Met2 routing:
(4 px per um) Cells faint in the background.
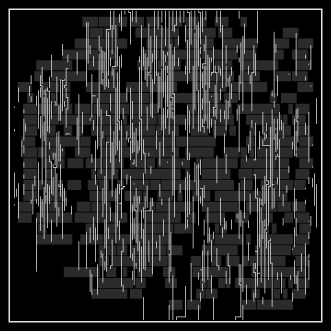
Routing congestion map:
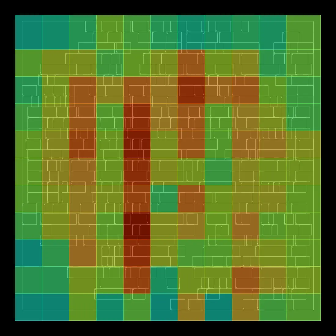
Logic cells by family:
(6 px per um)
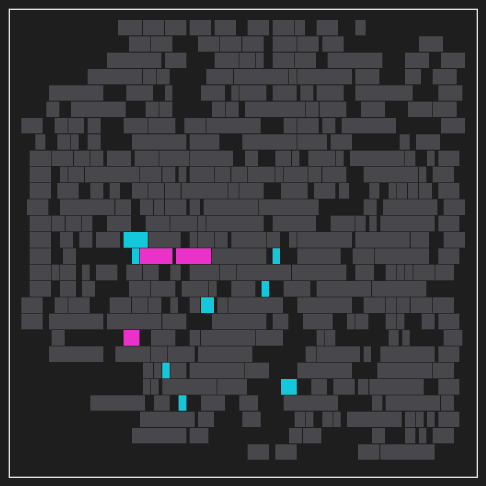
Cells by drive strength:
(6 px per um)
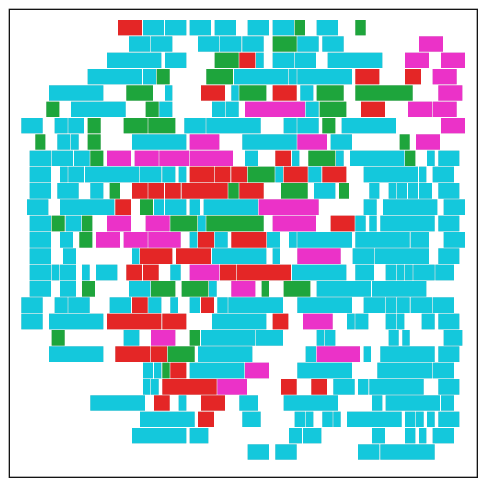
Met3 routing:
(4 px per um)
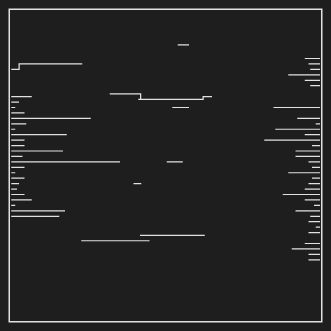
## src/rtl/dmem_pkg.sv

```systemverilog
// dmem_pkg: memory command codes and arbiter state encoding shared by the dmem arbiter files
package dmem_pkg;
  localparam logic [7:0] CMD_READ = 8'h00;
  localparam logic [7:0] CMD_WRITE = 8'h01;
  localparam logic [7:0] CMD_IDLE = 8'hFF;
  localparam logic [1:0] IDLE = 2'd0;
  localparam logic [1:0] ISSUE = 2'd1;
  localparam logic [1:0] WAIT = 2'd2;
  localparam logic [1:0] DONE = 2'd3;
endpackage

```

## src/rtl/dmem_arb_pick.sv

```systemverilog
// dmem_arb_pick: fixed priority to requester 0 unless requester 1 has starved long enough
module dmem_arb_pick (
  input  logic r0_req,
  input  logic r1_req,
  input  logic wait_max,
  output logic valid,
  output logic id
);
  assign valid = r0_req | r1_req;
  assign id = r1_req & (wait_max | ~r0_req);
endmodule

```

## src/rtl/dmem_arbiter.sv

```systemverilog
// dmem_arbiter: shares the single-ported data memory between the control unit (r0) and loader/debug port (r1)
module dmem_arbiter
  import dmem_pkg::*;
#(
  parameter int AW = 8,
  parameter int DW = 8,
  parameter int MEM_LAT = 1,
  parameter int MAX_WAIT = 4
) (
  input  logic          clk,
  input  logic          rst,
  input  logic          r0_req,
  input  logic          r0_we,
  input  logic [AW-1:0] r0_addr,
  input  logic [DW-1:0] r0_wdata,
  output logic          r0_gnt,
  output logic          r0_done,
  output logic [DW-1:0] r0_rdata,
  input  logic          r1_req,
  input  logic          r1_we,
  input  logic [AW-1:0] r1_addr,
  input  logic [DW-1:0] r1_wdata,
  output logic          r1_gnt,
  output logic          r1_done,
  output logic [DW-1:0] r1_rdata,
  output logic [7:0]    mem_cmd,
  output logic [AW-1:0] mem_addr,
  output logic [DW-1:0] mem_wdata,
  input  logic [DW-1:0] mem_rdata,
  output logic          busy
);
  localparam int WW = (MAX_WAIT > 0) ? $clog2(MAX_WAIT + 1) : 1;
  localparam int LW = (MEM_LAT > 1) ? $clog2(MEM_LAT) : 1;
  logic [1:0] state_q, state_d;
  logic we_q, we_d, id_q, id_d;
  logic [WW-1:0] wait_cnt_q, wait_cnt_d;
  logic [LW-1:0] lat_cnt_q, lat_cnt_d;
  logic [7:0] mem_cmd_q, mem_cmd_d;
  logic [AW-1:0] mem_addr_q, mem_addr_d;
  logic [DW-1:0] mem_wdata_q, mem_wdata_d, r0_rdata_q, r0_rdata_d, r1_rdata_q, r1_rdata_d;
  logic r0_gnt_q, r0_gnt_d, r1_gnt_q, r1_gnt_d, r0_done_q, r0_done_d, r1_done_q, r1_done_d;
  logic busy_q, busy_d;
  logic pick_valid, pick_id, wait_max;
  assign wait_max = wait_cnt_q == WW'(MAX_WAIT);
  dmem_arb_pick u_pick (
    .r0_req  (r0_req),
    .r1_req  (r1_req),
    .wait_max(wait_max),
    .valid   (pick_valid),
    .id      (pick_id)
  );
  // mem_addr/mem_wdata double as the latched winner fields, so they hold through WAIT and DONE
  always_comb begin
    state_d = state_q;
    we_d = we_q;
    id_d = id_q;
    wait_cnt_d = wait_cnt_q;
    lat_cnt_d = lat_cnt_q;
    mem_cmd_d = CMD_IDLE;
    mem_addr_d = mem_addr_q;
    mem_wdata_d = mem_wdata_q;
    r0_gnt_d = 1'b0;
    r1_gnt_d = 1'b0;
    r0_done_d = 1'b0;
    r1_done_d = 1'b0;
    r0_rdata_d = r0_rdata_q;
    r1_rdata_d = r1_rdata_q;
    if (state_q == IDLE || state_q == DONE) begin
      state_d = pick_valid ? ISSUE : IDLE;
      if (pick_valid) begin
        id_d = pick_id;
        we_d = pick_id ? r1_we : r0_we;
        mem_addr_d = pick_id ? r1_addr : r0_addr;
        mem_wdata_d = pick_id ? r1_wdata : r0_wdata;
        mem_cmd_d = we_d ? CMD_WRITE : CMD_READ;
        r0_gnt_d = ~pick_id;
        r1_gnt_d = pick_id;
        wait_cnt_d = pick_id ? '0 : (r1_req && !wait_max) ? wait_cnt_q + 1'b1 : wait_cnt_q;
      end
    end else if (state_q == ISSUE) begin
      state_d = WAIT;
      lat_cnt_d = LW'(MEM_LAT - 1);
    end else if (lat_cnt_q == '0) begin
      state_d = DONE;
      r0_done_d = ~id_q;
      r1_done_d = id_q;
      r0_rdata_d = id_q ? r0_rdata_q : (we_q ? '0 : mem_rdata);
      r1_rdata_d = id_q ? (we_q ? '0 : mem_rdata) : r1_rdata_q;
    end else begin
      lat_cnt_d = lat_cnt_q - 1'b1;
    end
    busy_d = state_d != IDLE;
  end
  always_ff @(posedge clk or posedge rst) begin
    if (rst) begin
      state_q <= IDLE;
      we_q <= 1'b0;
      id_q <= 1'b0;
      wait_cnt_q <= '0;
      lat_cnt_q <= '0;
      mem_cmd_q <= CMD_IDLE;
      mem_addr_q <= '0;
      mem_wdata_q <= '0;
      r0_gnt_q <= 1'b0;
      r1_gnt_q <= 1'b0;
      r0_done_q <= 1'b0;
      r1_done_q <= 1'b0;
      r0_rdata_q <= '0;
      r1_rdata_q <= '0;
      busy_q <= 1'b0;
    end else begin
      state_q <= state_d;
      we_q <= we_d;
      id_q <= id_d;
      wait_cnt_q <= wait_cnt_d;
      lat_cnt_q <= lat_cnt_d;
      mem_cmd_q <= mem_cmd_d;
      mem_addr_q <= mem_addr_d;
      mem_wdata_q <= mem_wdata_d;
      r0_gnt_q <= r0_gnt_d;
      r1_gnt_q <= r1_gnt_d;
      r0_done_q <= r0_done_d;
      r1_done_q <= r1_done_d;
      r0_rdata_q <= r0_rdata_d;
      r1_rdata_q <= r1_rdata_d;
      busy_q <= busy_d;
    end
  end
  assign r0_gnt = r0_gnt_q;
  assign r1_gnt = r1_gnt_q;
  assign r0_done = r0_done_q;
  assign r1_done = r1_done_q;
  assign r0_rdata = r0_rdata_q;
  assign r1_rdata = r1_rdata_q;
  assign mem_cmd = mem_cmd_q;
  assign mem_addr = mem_addr_q;
  assign mem_wdata = mem_wdata_q;
  assign busy = busy_q;
endmodule

```

## config.mk

```make
export PLATFORM = sky130hd
export DESIGN_NAME = dmem_arbiter
export DESIGN_NICKNAME = d
export VERILOG_FILES = /design/src/rtl/dmem_pkg.sv /design/src/rtl/dmem_arb_pick.sv /design/src/rtl/dmem_arbiter.sv
export SDC_FILE = /design/constraint.sdc
export NUM_CORES = 1
export LEC_CHECK = 0
export CORE_MARGIN = 1.5
export CORE_UTILIZATION = 38
export CTS_CLUSTER_DIAMETER = 40
export DETAILED_ROUTE_END_ITERATION = 10
export GPL_TIMING_DRIVEN = 1
export PLACE_DENSITY = 0.76
export SLEW_MARGIN = 20
export SYNTH_ARGS = -nofsm -noshare
export SYNTH_HDL_FRONTEND = slang
export SYNTH_SLANG_ARGS = --single-unit
```

## constraint.sdc

```tcl
create_clock -name clk -period 1.35 [get_ports clk]
set_clock_uncertainty 0.05 [all_clocks]
set_input_delay 0.27 -clock clk [delete_from_list [all_inputs] [get_ports clk]]
set_output_delay 0.27 -clock clk [all_outputs]
set_load 0.02 [all_outputs]
```

==> run notes <==
Run status
- complete, but fails checks — outcome
- setup timing — violated checks

Cells and area
- 8 — number of non-clock inverters in the layout
- 138 — number of multi-input combinational cells
- 0.314 — fraction of area in registers
- 0.346 — area share of buffers outside the clock network
- 0.00115 mm^2 — Seq. cell area
- 0.00102 mm^2 — combined area of the multi-input logic cells
- 72.8% — post-synthesis to final-layout area growth
- 0.278 — multi-input gate share of the layout cell area
- 0.00367 mm^2 — final std cell area, no fill
- non-clock buffers — Top class by area
- 45 x sky130_fd_sc_hd__clkdlybuf4s50_1, 44 x sky130_fd_sc_hd__dfrtp_1, 32 x sky130_fd_sc_hd__nand2_1, 20 x sky130_fd_sc_hd__buf_4 — commonest non-fill, non-tap cells in the layout
- 0 — antenna diode count
- 127 — nonclk buf count
- 399 — Final Instance Count excl. Fillers
- sky130_fd_sc_hd__clkdlybuf4s50_1 — Top cell excl fill/tap
- 46 — num sequential
- 7 — clock buffer instance count of the final layout
- 0.355 — share of cells above drive strength 1
- 376 — Final nets

Detailed routing
- 0 — DRC violation count after routing
- 4 — number of optimization iterations in the first detailed-route pass
- 2.98 mm — met2 wire length
- 5.71 mm — total detailed-routing wirelength
- 40 — First DRT Iteration DRCs
- 2.27 mm — met1 wire length
- 372 um — length of routed met3 wiring
- 0 — remaining number of nets flagged by the antenna check after routing
- 4.99 — Vias per Instance
- met4 — max layer used
- 14.3 um — routed length per placed instance

Clocking
- 2 — clk buf depth
- 5 — clock buffers created by TritonCTS
- 0.30 ns — later-pin clock latency in the skew report
- 0.09 ns — clock edge transition at the registers on the reported setup and hold paths
- 9 — buffers inserted during post-CTS setup optimization
- 2 — deepest level of the CTS H-tree
- yes — clock tree from TritonCTS
- 146 — CTS resizes
- 46 — clk sinks
- 0 — hold-fix buffers at CTS
- sky130_fd_sc_hd__clkbuf_8 — buffer cell driving the clock tree root

Synth
- 0.543 — share of the yosys chip area belonging to registers
- 0 — MUX share of area
- 0 — number of enable flip-flop cells
- 0 — XORs/XNORs by Area
- 210 — post-synthesis cell count from yosys
- 46 — post-synthesis sequential element count
- 0.0236 — adder-cell share of the synthesized area
- 210 — Synth Instances
- 0.00212 mm^2 — cell area after synthesis
- 27 — Cell variety after synth
- 1.00 — fraction of registers with async set/reset
- sky130_fd_sc_hd__nand2_1 — top cell type by instance count after synthesis
- sky130_fd_sc_hd__dfrtp_1 — post-synth top area cell
- 54 x sky130_fd_sc_hd__nand2_1, 44 x sky130_fd_sc_hd__dfrtp_1, 20 x sky130_fd_sc_hd__o21ai_0 — most used standard cells in the synthesized netlist
- 0.519 — area share of the largest cell type after synthesis
- simple AND/OR/NAND/NOR gates — main logic family after synthesis
- 0.00212 mm^2 — Yosys Chip Area
- 10.1 um^2 — Avg Synthesized Cell Area
- sky130_fd_sc_hd__dfrtp_1 52%, sky130_fd_sc_hd__nand2_1 9.5%, sky130_fd_sc_hd__o211ai_2 5.9%, sky130_fd_sc_hd__nand4_1 5.0%, sky130_fd_sc_hd__o21ai_0 4.7% — Post-synth area hogs
- 0.199 — post-synthesis share of cell area spent on and, or, nand and nor gates
- 0 — Synth warnings
- 0.155 — compound-cell area share of the yosys netlist
- sky130_fd_sc_hd__dfrtp_1 — most frequently used flop master after synthesis

Final timing
- true — setup repair after global routing missed its margin
- 0 — Fin. Hold Viols
- 0 — max-slew violation count
- 0.308 ns — worst-case hold slack
- 1.45 ns — fin crit period
- 689 MHz — maximum achievable frequency
- 0.795 — Slew headroom
- 1.07 — post-route clock period utilization
- -1.76 ns — final total negative setup slack
- 24 — Setup violations, final
- -0.100 ns — worst setup margin

Pwr
- 1.67 nW — Pleak
- 0.421 — sw frac
- 9.22 mW — PnR Total Power
- 1280 uV — Max IR drop VDD
- combinational logic — top power consumer group
- 0.858 mW — clock group total power
- 2510 mW/mm^2 — pwr/cell area
- 0.638 — part of the power in combinational logic
- 0.269 — proportion of power drawn by flip-flops and latches
- 5.88 mW — Comb group
- 5.34 mW — design internal power
- 3.89 mW — power spent charging and discharging nets

Worst setup path
- flip-flops — crit-path leading delay family
- mem_wdata[0] — capturing point of the worst reg2reg path
- 7 — number of cells on the worst reg-to-reg path
- sky130_fd_sc_hd__dfrtp_1 — slowest stage cell on the critical path
- ha_4, o21a_4, buf_6, inv_8, buf_12, nand2_2, o211ai_2 — series of cell instances along the critical path
- 1.48 ns — critical path required time
- state_q[1] — Critical Path Source
- 7 — number of gates on the worst path with buffers counted
- state_q[1] — start of the worst register-to-register path
- register to register — classification of the worst setup path
- register — nature of the critical path startpoint
- register — Critical Path End Type
- 3 — buffer and inverter count on the worst path
- mem_wdata[0] — Setup crit end
- -0.10 ns — flop2flop setup slack
- 0.42 ns — highest cell delay on the worst timing path

Flow run
- 0 — Maximum Capacitance Violations
- 31 — number of warnings in the stage logs

Placed design
- -0.285 ns — pre-CTS WS
- 0.757 — GPL Wtd Cong
- 3.93 mm — HPWL after detailed placement
- 0.00323 mm^2 — Post-Place Cell Area
- 90 — IO buf count

Global routing
- 0 — antenna violations before repair
- 0 — GR Overflow Total
- 0.236 — met1 usage
- 9.42 mm — first-pass GRT wire length
- 2,028 — number of global-route vias before repair
- 0.352 — met2 Use GR
- 31 — pin count of the biggest net entering global routing
- 0.202 — Overall Global Routing Usage

Floorplan
- 77.8 um — vertical extent of the die
- 27 — cell row count
- 91 — I/O pins
- 0.390 — share of the core filled by cells before placement
- 72 — number of well taps
- 77.8 um — die width

Worst hold path
- input pin to asynchronous set/reset pin — class of the worst hold path

Notes on 'met2 routing' above:
longest straight run: 32.3 um
share of all routed wire: 52%
wire length on this layer: 2,980 um
nets with wire on the layer: 334

Notes on 'routing congestion map' above:
Most Used Layer, Global Route: met2
Global Route met3 Usage: 0.0529
final core utilization: 0.675

Notes on 'logic cells by family' above:
[magenta] non-inverting ao/oa cells | cells: 3
[cyan] inv cells | cells: 8 | most used: inv_1

Notes on 'cells by drive strength' above:
[red] x3 and x4 | cells: 42
[magenta] x6 and larger | cells: 31
[green] x2 | cells: 43
[cyan] x1 and smaller | cells: 211

Notes on 'met3 routing' above:
share of all routed wire: 6.5%
longest straight run: 26.9 um
main direction: horizontal
nets with wire on the layer: 60
wire length on this layer: 372 um

No activity file was given, so power comes from the tool's default toggle rates.
